Run 1, cells coloured by class:
Fill, decap, tap and diode cells in grey.
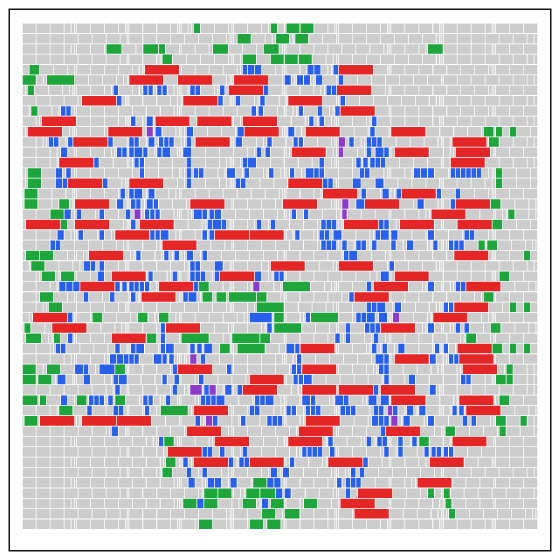
Run 1, signal metal coverage by tile:
The die is cut into 28 by 28 equal tiles; dark blue is low, red is high, scaled to the fullest tile. Values are wire area over tile area, all layers added.
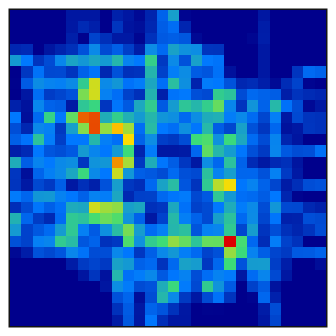
Run 1, supply network:
The bar under the picture is 50 um long. Pins as bars on the die edge. Tap cells in grey.
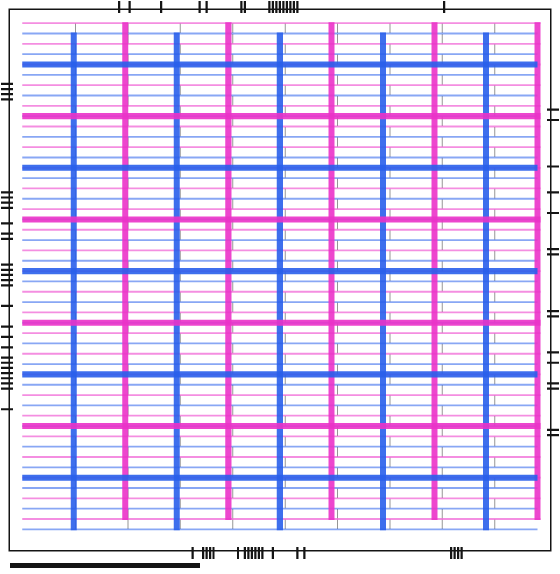
`src/rtl/jtag_dp_access_reg.sv`:
```
// JDPACC data register: captures status and last read data, shifts TDI->TDO,
// and on Update-DR launches one debug-port bus transaction via req/ack.
module jtag_dp_access_reg #(
    parameter int DATA_WIDTH = 32,
    parameter int ADDR_WIDTH = 2
) (
    input  logic                  tck,
    input  logic                  trst,
    input  logic                  tdi,
    input  logic                  state_test_logic_reset,
    input  logic                  state_capture_dr,
    input  logic                  state_shift_dr,
    input  logic                  state_update_dr,
    input  logic                  insn_jdpacc_select,
    output logic                  jdpacc_tdo,
    output logic                  dp_req,
    output logic                  dp_wr,
    output logic [ADDR_WIDTH-1:0] dp_addr,
    output logic [DATA_WIDTH-1:0] dp_wdata,
    input  logic                  dp_ack,
    input  logic                  dp_err,
    input  logic [DATA_WIDTH-1:0] dp_rdata
);

    localparam int SRW = DATA_WIDTH + ADDR_WIDTH + 1;

    localparam logic [2:0] STATUS_WAIT  = 3'b001;
    localparam logic [2:0] STATUS_OK    = 3'b010;
    localparam logic [2:0] STATUS_FAULT = 3'b100;

    typedef enum logic {
        IDLE = 1'b0,
        BUSY = 1'b1
    } state_t;

    state_t                  state_q;
    state_t                  state_d;
    logic [SRW-1:0]          sr;
    logic [SRW-1:0]          capture_val;
    logic [2:0]              status;
    logic                    sticky_err;
    logic [DATA_WIDTH-1:0]   rdata_q;

    logic                    upd_rnw;
    logic [ADDR_WIDTH-1:0]   upd_addr;
    logic [DATA_WIDTH-1:0]   upd_data;
    logic                    do_capture;
    logic                    do_shift;
    logic                    do_update;
    logic                    local_clear;
    logic                    clear_req;
    logic                    launch;
    logic                    done;

    assign upd_rnw  = sr[0];
    assign upd_addr = sr[ADDR_WIDTH:1];
    assign upd_data = sr[SRW-1:ADDR_WIDTH+1];

    assign do_capture = insn_jdpacc_select & state_capture_dr;
    assign do_shift   = insn_jdpacc_select & state_shift_dr;
    assign do_update  = insn_jdpacc_select & state_update_dr;

    // A write of 1 to address 0 is consumed locally to clear the sticky error.
    assign local_clear = ~upd_rnw & (upd_addr == '0) & upd_data[0];
    assign clear_req   = do_update & (state_q == IDLE) & local_clear;
    assign launch      = do_update & (state_q == IDLE) & ~local_clear & ~sticky_err;
    assign done        = (state_q == BUSY) & dp_ack;

    assign jdpacc_tdo = sr[0];

    // FSM state register
    always_ff @(posedge tck or negedge trst) begin
        if (!trst) begin
            state_q <= IDLE;
        end else begin
            state_q <= state_d;
        end
    end

    // FSM next-state logic; Test-Logic-Reset intentionally does not abort BUSY
    always_comb begin
        state_d = state_q;
        case (state_q)
            IDLE:    if (launch) state_d = BUSY;
            BUSY:    if (dp_ack) state_d = IDLE;
            default: state_d = IDLE;
        endcase
    end

    // FSM outputs
    always_comb begin
        dp_req = (state_q == BUSY);
    end

    always_comb begin
        if (state_q == BUSY) begin
            status = STATUS_WAIT;
        end else if (sticky_err) begin
            status = STATUS_FAULT;
        end else begin
            status = STATUS_OK;
        end
    end

    always_comb begin
        capture_val                        = '0;
        capture_val[2:0]                   = status;
        capture_val[SRW-1 -: DATA_WIDTH]   = rdata_q;
    end

    always_ff @(posedge tck or negedge trst) begin
        if (!trst) begin
            sr <= '0;
        end else if (state_test_logic_reset) begin
            sr <= '0;
        end else if (do_capture) begin
            sr <= capture_val;
        end else if (do_shift) begin
            sr <= {tdi, sr[SRW-1:1]};
        end
    end

    always_ff @(posedge tck or negedge trst) begin
        if (!trst) begin
            sticky_err <= 1'b0;
        end else if (state_test_logic_reset || clear_req) begin
            sticky_err <= 1'b0;
        end else if (done && dp_err) begin
            sticky_err <= 1'b1;
        end
    end

    always_ff @(posedge tck or negedge trst) begin
        if (!trst) begin
            rdata_q <= '0;
        end else if (done && !dp_err && !dp_wr) begin
            rdata_q <= dp_rdata;
        end
    end

    // Bus command fields are held after completion until the next launch.
    always_ff @(posedge tck or negedge trst) begin
        if (!trst) begin
            dp_wr    <= 1'b0;
            dp_addr  <= '0;
            dp_wdata <= '0;
        end else if (launch) begin
            dp_wr    <= ~upd_rnw;
            dp_addr  <= upd_addr;
            dp_wdata <= upd_data;
        end
    end

endmodule

```
`config.mk`:
```
export PLATFORM = sky130hd
export DESIGN_NAME = jtag_dp_access_reg
export DESIGN_NICKNAME = d
export VERILOG_FILES = /design/src/rtl/jtag_dp_access_reg.sv
export SDC_FILE = /design/constraint.sdc
export NUM_CORES = 1
export LEC_CHECK = 0
export ABC_AREA = 1
export CORE_MARGIN = 3
export CORE_UTILIZATION = 25
export CTS_BUF_LIST = sky130_fd_sc_hd__clkbuf_2
export CTS_CLUSTER_DIAMETER = 60
export DETAILED_ROUTE_END_ITERATION = 12
export PLACE_DENSITY = 0.41
export SLEW_MARGIN = 30
export SYNTH_ARGS = -nofsm -noshare
export SYNTH_HDL_FRONTEND = slang
export SYNTH_SLANG_ARGS = --single-unit
export TNS_END_PERCENT = 1
```
`constraint.sdc`:
```
create_clock -name tck -period 1.7 [get_ports tck]
set_input_delay 0.51 -clock tck [delete_from_list [all_inputs] [get_ports tck]]
set_output_delay 0.51 -clock tck [all_outputs]
set_load 0.02 [all_outputs]
```
==> impl_metrics.env, run 1 <==
# source this file to load flow results
export IMPL_status="finished, violations left"
export IMPL_violations="setup timing"
export IMPL_antenna_found_initial=1
export IMPL_pwr_density_cell_nw_per_um2=916
export IMPL_yosysWarningCount=0
export IMPL_slew_headroom_pct=61.8
export IMPL_intPower_w=0.00362
export IMPL_io_pins=79
export IMPL_die_h_um=142
export IMPL_yosysTopAreaCell="dfrtp_1"
export IMPL_max_stage_delay_ps=490
export IMPL_openroad_warnings=30
export IMPL_dr_total_vias=4107
export IMPL_use_met2_pct=20.6
export IMPL_min_path_type="primary input to flop"
export IMPL_grt_busiest_layer="met2"
export IMPL_finClkSkew_ps=24.3
export IMPL_cts_tree="yes"
export IMPL_rsz0062_at_grt="true"
export IMPL_worstSetupPathType="flop to primary output"
export IMPL_core_um2=18100
export IMPL_synth_flops=104
export IMPL_timing_final_ws_setup_ps=-56.9
export IMPL_rows=49
export IMPL_regArea_um2=2600
export IMPL_final_comb_area_um2=1820
export IMPL_synth_edff_count=0
export IMPL_ys_sh_adder_pct=0
export IMPL_crit_slowest_cell="dfrtp_1"
export IMPL_path_cells="buf_6"
export IMPL_hold_violations=0
export IMPL_top_area_share_pct=56.1
export IMPL_crit_family="flip-flops"
export IMPL_antenna_left=0
export IMPL_design_area_um2=5930
export IMPL_swShare_pct=33.3
export IMPL_xor_share_pct=0
export IMPL_period_needed_ps=1760
export IMPL_synthTopCellsByCount="315 x nand2_1, 104 x dfrtp_1, 66 x nand3_1"
export IMPL_insertion_delay_ps=630
export IMPL_synth_nets=621
export IMPL_netlist_instances=579
export IMPL_htreeDepth=3
export IMPL_die_area_um2=20200
export IMPL_cts_buffers=9
export IMPL_avgViaCountPerCell=4.51
export IMPL_synth_cell_area_um2=4640
export IMPL_drc_errors=0
export IMPL_end_kind="primary output"
export IMPL_cts_sinks=104
export IMPL_drv_slew=0
export IMPL_grt_usage_pct=13.5
export IMPL_crit_path_start_kind="flop"
export IMPL_fin_total_pwr_w=0.00543
export IMPL_top_cells_by_area="dfrtp_1 56%, nand2_1 25%, nand3_1 7.1%"
export IMPL_grt_util_met3_pct=2.82
export IMPL_syn_mean_instance_area_um2=8.01
export IMPL_synthAoiAreaFrac_pct=0.675
export IMPL_critPathBufInv=1
export IMPL_drive_gt1_share_pct=14.7
export IMPL_clockBufferDepth=2
export IMPL_leakagePower_nw=3.27
export IMPL_synth_chip_area_um2=4640
export IMPL_hold_ws_ps=384
export IMPL_numPortBuffers=78
export IMPL_power_switching_w=0.00181
export IMPL_grt_pass1_vias=4213
export IMPL_place_hpwl_um=8890
export IMPL_async_reset_ff_share_pct=100
export IMPL_combPwrFrac_pct=22.6
export IMPL_flop_cell="dfrtp_1"
export IMPL_wl_per_cell_um=14.3
export IMPL_drtPass1Iterations=4
export IMPL_overflow=0
export IMPL_area_growth_pct=27.8
export IMPL_met1_usage_pct=19.5
export IMPL_clockPowerShare_pct=18.3
export IMPL_place_congestion=0.829
export IMPL_placed_area_um2=5840
export IMPL_first_iter_violations=298
export IMPL_p_seq_share_pct=59.1
export IMPL_path_max_fanout=2
export IMPL_synth_stat_cells=579
export IMPL_max_vdd_ir_drop_v=0.000312
export IMPL_grt_max_degree=105
export IMPL_cap_violations=0
export IMPL_setup_viol=36
export IMPL_fp_util_pct=25.6
export IMPL_tns_ps=-878
export IMPL_top_cell="nand2_1"
export IMPL_mux_share_pct=0
export IMPL_cp_arrival_ps=1250
export IMPL_critical_path_required_ps=1190
export IMPL_ys_sh_simple_pct=38.6
export IMPL_ys_types=17
export IMPL_path_clk_slew_ps=270
export IMPL_postSynthSeqShare_pct=56.1
export IMPL_num_fill_cells=1924
export IMPL_min_period_over_period_pct=103
export IMPL_routed_wl_um=13000
export IMPL_worst_slew_pin_slew_ps=574
export IMPL_ys_top_logic_family="simple AND/OR/NAND/NOR gates"
export IMPL_die_x_um=142
export IMPL_grt_pass1_wl_um=21800
export IMPL_num_nets_final=718
export IMPL_clock_fmax_ghz=0.569
export IMPL_root_buffer="clkbuf_2"
-- 'cells coloured by class' (at the start) --
legend:
  green:
    class: remaining buffers and delay cells
    cells: 123
  purple:
    class: clock drivers and dummy loads
    cells: 14
  red:
    class: registers
    cells: 104
  blue:
    class: remaining logic cells
    cells: 438

-- 'signal metal coverage by tile' (at the start) --
nearly empty tiles: 22%
fullest tile: 0.55
tiles over half the peak: 4.7%
emptiest ninth of the die: north-east
mean over tiles: 0.10

-- 'supply network' (at the start) --
legend:
  blue:
    net: VSS
  magenta:
    net: VDD
rows: 49
met1 rails: 50
tap cells: 229

-- run 1: registers in the layout, indices dropped and copies added, names as in the netlist --
name	count
sr	35
dp_wdata	32
rdata_q	32
dp_addr	2
dp_req	1
dp_wr	1
sticky_err	1
-- run 1: kinds of logic (layout without fill, tap and decap cells) --
| group | count (synthesis) | after routing |
|---|---|---|
| AOI/OAI and AO/OA | 4 | 4 |
| and+or+nand+nor | 427 | 427 |
| DFF | 104 | 104 |
| other | 0 | 2 |
| buffers and inverters | 44 | 144 |
-- run 1: layer usage --
metal,up-vias,wire (um)
met5,-,0
met3,6,755
met2,99,5860
met1,1942,6290
met4,0,93
li1,2060,-
-- run 1: what timing repair did --
action / 4_1_cts / 5_1_grt
endpoints found under the setup margin: 37 / 37
endpoints found under the hold margin: 104 / 0
resized: 150 / 16
hold buffers: 1 / 0
buffers inserted: 18 / 0
-- run 1: through the flow --
step | setup slack [ps] | utilization, % | std cells
after CTS | -97.0 | 32.5 | 908
after global placement | -215 | 32.3 | 875
after floorplan | 371 | - | 579
final | -56.9 | 32.8 | 910
after detailed placement | -218 | 32.3 | 875
after global routing | -143 | 32.8 | 910
-- run 1: placed cells by master (no fill, tap or decap), drive strengths merged, types with 2 or more instances in the layout --
master,netlist,routed
o21ai,3,3
nand4,35,35
clkdlybuf4s50,0,40
clkinv,2,6
nand3,66,66
clkbuf,20,9
inv,5,6
dfrtp,104,104
diode,0,2
buf,17,82
nor2,8,8
nand2,318,318
-- run 1: final timing paths --
| kind | from | to | slack (ps) | depth (start not counted) |
|---|---|---|---|---|
| worst max-delay path | dp_wdata[31] | dp_wdata[31] | -60 | 1 |
| worst min-delay path | dp_rdata[26] | rdata_q[26] | 380 | 3 |
| worst max register to register | dp_req | dp_wdata[27] | 230 | 7 |
| worst min register to register | rdata_q[15] | rdata_q[15] | 510 | 2 |
| max in group asynchronous | trst | sr[3] | 810 | 3 |
| min in group asynchronous | trst | rdata_q[22] | 430 | 3 |
-- run 1: power by group through the flow --
stage / logic, W / registers (W) / clock network, W
2_1_floorplan: 0.000618 / 0.00326 / 0
3_3_place_gp: 0.00122 / 0.00326 / 0
3_5_place_dp: 0.00124 / 0.00327 / 0
4_1_cts: 0.00123 / 0.00321 / 0.00103
5_1_grt: 0.00141 / 0.00328 / 0.00115
6_report: 0.00123 / 0.00320 / 0.000995
-- run 1: cell type report --
| cell class | count | share of cell area, % |
|---|---|---|
| diodes | 2 | 0.0844 |
| clock buffers | 9 | 0.760 |
| clock inverters | 5 | 0.422 |
| inverters | 7 | 0.443 |
| multi-input cells | 431 | 30.7 |
| flip-flops and latches | 104 | 43.9 |
| well taps | 229 | 4.83 |
| repair buffers | 123 | 18.8 |
-- run 1: worst register-to-register path, delay by kind of cell, from the launching register on --
kind                   cells  cell delay (ps)
and+or+nand+nor            4              510
buffers and inverters      3              470
DFF                        1              440
==> run 1 -> run 2 <==
--- a/config.mk
+++ b/config.mk
@@ -12,7 +12,7 @@
 export CTS_CLUSTER_DIAMETER = 60
 export DETAILED_ROUTE_END_ITERATION = 12
 export PLACE_DENSITY = 0.41
-export SLEW_MARGIN = 30
+export SLEW_MARGIN = 40
 export SYNTH_ARGS = -nofsm -noshare
 export SYNTH_HDL_FRONTEND = slang
 export SYNTH_SLANG_ARGS = --single-unit
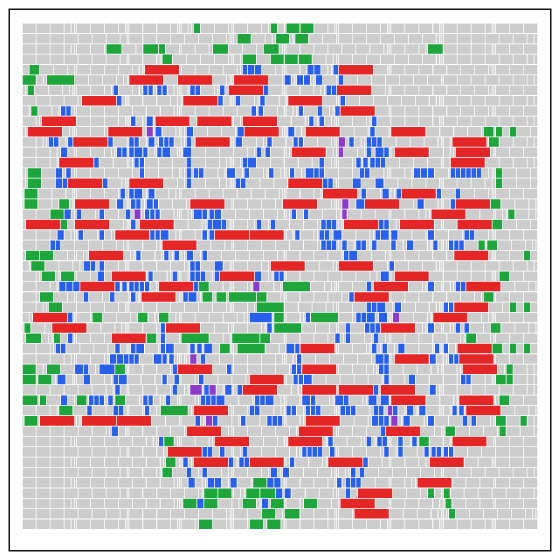
Run 2: cells coloured by class
Fill, decap, tap and diode cells in grey.
legend:
  green:
    class: remaining buffers and delay cells
    cells: 123
  red:
    class: registers
    cells: 104
  blue:
    class: remaining logic cells
    cells: 438
  purple:
    class: clock drivers and dummy loads
    cells: 14

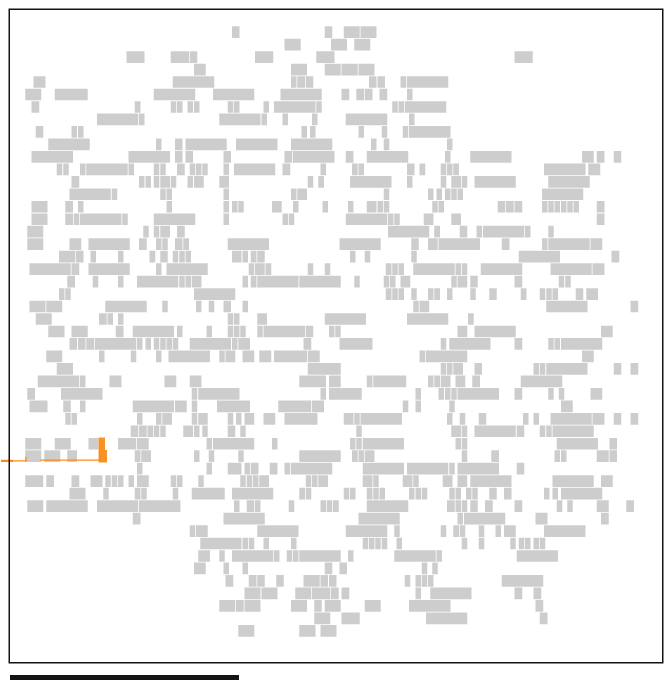
Run 2: port wiring
The bar under the picture is 50 um long.
legend:
  orange:
    port: state_update_dr
    direction: input
    edge: west
    end_cells: 2
    buffers: 1
    wire: 20.5 um

==> impl_metrics.env, run 2 <==
# source this file to load flow results
export IMPL_violations="setup timing"
export IMPL_cts_buffers=9
export IMPL_top_cell="nand2_1"
export IMPL_r2r_end="dp_wdata[27]"
export IMPL_swShare_pct=33.3
export IMPL_synth_chip_area_um2=4640
export IMPL_fp_util_pct=25.6
export IMPL_synth_flops=104
export IMPL_top_register="sr"
export IMPL_numPortBuffers=78
export IMPL_ys_sh_simple_pct=38.6
export IMPL_synthAoiAreaFrac_pct=0.675
export IMPL_clock_fmax_ghz=0.569
export IMPL_hold_violations=0
export IMPL_combPwrFrac_pct=22.6
export IMPL_drc_errors=0
export IMPL_rr_startpoint="dp_req"
export IMPL_cts_tree="yes"
export IMPL_timing_final_ws_setup_ps=-56.9
export IMPL_reg_top3="sr x35, dp_wdata x32, rdata_q x32"
export IMPL_finClkSkew_ps=24.3
export IMPL_postSynthSeqShare_pct=56.1
export IMPL_crit_family="flip-flops"
export IMPL_overflow=0
export IMPL_critical_path_required_ps=1190
export IMPL_place_hpwl_um=8890
export IMPL_drtPass1Iterations=4
export IMPL_status="finished, violations left"
export IMPL_cap_violations=0
export IMPL_worstHoldEndpoint="rdata_q[26]"
export IMPL_reg2regPathDepth=7
export IMPL_synth_edff_count=0
export IMPL_leakagePower_nw=3.27
export IMPL_antenna_left=0
export IMPL_num_fill_cells=1924
export IMPL_ys_top_logic_family="simple AND/OR/NAND/NOR gates"
export IMPL_cp_arrival_ps=1250
export IMPL_layout_top_cells="315 x nand2_1, 104 x dfrtp_1, 66 x nand3_1"
export IMPL_area_growth_pct=27.8
export IMPL_min_path_type="primary input to flop"
export IMPL_rsz0062_at_grt="true"
export IMPL_period_needed_ps=1760
export IMPL_slew_headroom_pct=61.8
export IMPL_min_from="dp_rdata[26]"
export IMPL_io_pins=79
export IMPL_largest_reg_flops=35
export IMPL_grt_usage_pct=13.5
export IMPL_power_switching_w=0.00181
export IMPL_syn_mean_instance_area_um2=8.01
export IMPL_htreeDepth=3
export IMPL_core_um2=18100
export IMPL_pwr_density_cell_nw_per_um2=916
export IMPL_crit_path_start_kind="flop"
export IMPL_final_cells=910
export IMPL_worstSetupPathType="flop to primary output"
export IMPL_netlist_instances=579
export IMPL_async_reset_ff_share_pct=100
export IMPL_dr_total_vias=4107
export IMPL_path_clk_slew_ps=270
export IMPL_crit_slowest_cell="dfrtp_1"
export IMPL_max_stage_delay_ps=490
export IMPL_place_congestion=0.829
export IMPL_grt_pass1_wl_um=21800
export IMPL_xor_share_pct=0
export IMPL_synth_nets=621
export IMPL_path_cells="buf_6"
export IMPL_grt_pass1_vias=4213
export IMPL_layout_top_cell="nand2_1"
export IMPL_die_h_um=142
export IMPL_placed_cells=875
export IMPL_top_area_share_pct=56.1
export IMPL_top_cells_by_area="dfrtp_1 56%, nand2_1 25%, nand3_1 7.1%"
export IMPL_mux_share_pct=0
export IMPL_wl_per_cell_um=14.3
export IMPL_synthTopCellsByCount="315 x nand2_1, 104 x dfrtp_1, 66 x nand3_1"
export IMPL_max_vdd_ir_drop_v=0.000312
export IMPL_first_iter_violations=298
export IMPL_flop_cell="dfrtp_1"
export IMPL_insertion_delay_ps=630
export IMPL_holdPathStages=3
export IMPL_ys_sh_adder_pct=0
export IMPL_p_seq_share_pct=59.1
export IMPL_cts_sinks=104
export IMPL_drv_slew=0
export IMPL_crit_cells=1
export IMPL_num_nets_final=718
export IMPL_fin_total_pwr_w=0.00543
export IMPL_rrSetupSlack_ps=230
export IMPL_yosysTopAreaCell="dfrtp_1"
export IMPL_rows=49
export IMPL_placed_area_um2=5840
export IMPL_synth_stat_cells=579
export IMPL_worst_slew_pin_slew_ps=574
export IMPL_yosysWarningCount=0
export IMPL_crit_path_start="dp_wdata[31]"
export IMPL_antenna_found_initial=1
export IMPL_drive_gt1_share_pct=14.7
export IMPL_openroad_warnings=30
export IMPL_avgViaCountPerCell=4.51
export IMPL_min_period_over_period_pct=103
export IMPL_root_buffer="clkbuf_2"
export IMPL_clockBufferDepth=2
export IMPL_critPathBufInv=1
export IMPL_routed_wl_um=13000
export IMPL_synth_cell_area_um2=4640
export IMPL_ys_types=17
export IMPL_setup_viol=36
export IMPL_intPower_w=0.00362
export IMPL_path_max_fanout=2
export IMPL_die_x_um=142
export IMPL_clockPowerShare_pct=18.3
export IMPL_grt_max_degree=105
export IMPL_die_area_um2=20200
export IMPL_end_kind="primary output"
export IMPL_design_area_um2=5930
[run 2: cell counts in the layout (fill, tap and decap cells not counted)]
Identical to the previous run, type by type.
[run 2: power groups by stage]
stage	Combinational, W	Clock [W]	Sequential (W)
4_1_cts	0.00123	0.00103	0.00321
5_1_grt	0.00141	0.00115	0.00328
6_report	0.00123	0.000995	0.00320
3_5_place_dp	0.00124	0	0.00327
3_3_place_gp	0.00122	0	0.00326
2_1_floorplan	0.000618	0	0.00326
[run 2: worst max-delay path by stage]
stage / endpoint / slack (ps)
global placement: sr[15] / -220
CTS: dp_wdata[31] / -100
floorplan: dp_wdata[10] / 370
finish: dp_wdata[31] / -60
global route: dp_wdata[31] / -140
detailed placement: sr[15] / -220
[run 2: cells by family after synthesis]
family / Yosys count
simple gates: 427
flops: 104
buf+inv: 44
compound gates: 4
[run 2: final cells by class]
class                           instances  area (um2)  share of cell area [%]
Multi-Input combinational cell        431        1820                    30.7
Timing Repair Buffer                  123        1110                    18.8
Antenna cell                            2        5.00                  0.0844
Clock buffer                            9        45.0                   0.760
Sequential cell                       104        2600                    43.9
Tap cell                              229         287                    4.83
Clock inverter                          5        25.0                   0.422
Inverter                                7        26.3                   0.443
[run 2: repair_timing]
item	in CTS	in global routing
setup endpoints to repair	37	37
pin swaps	0	0
gates resized	150	16
hold buffers	1	0
endpoints found under the hold margin	104	0
buffers inserted	18	0
cloned	0	0
[run 2: per-stage QoR]
step / util, % / setup TNS [ps] / setup slack [ps] / hold slack [ps]
after floorplan: - / 0 / 371 / 214
after global placement: 32.3 / -15470 / -215 / 460
after detailed placement: 32.3 / -16940 / -218 / 460
after CTS: 32.5 / -2210 / -97.0 / 353
after global routing: 32.8 / -4280 / -143 / 346
final: 32.8 / -878 / -56.9 / 384
[run 2: routing by layer]
metal / up-vias / share of wire [%] / wire (um) / track usage, %
met1: 1942 / 48 / 6290 / 19.5
li1: 2060 / - / - / -
met3: 6 / 5.8 / 755 / 2.82
met4: 0 / 0.72 / 93 / 3.48
met5: - / 0 / 0 / 0
met2: 99 / 45 / 5860 / 20.6
Power is estimated from default activity; no workload was simulated.
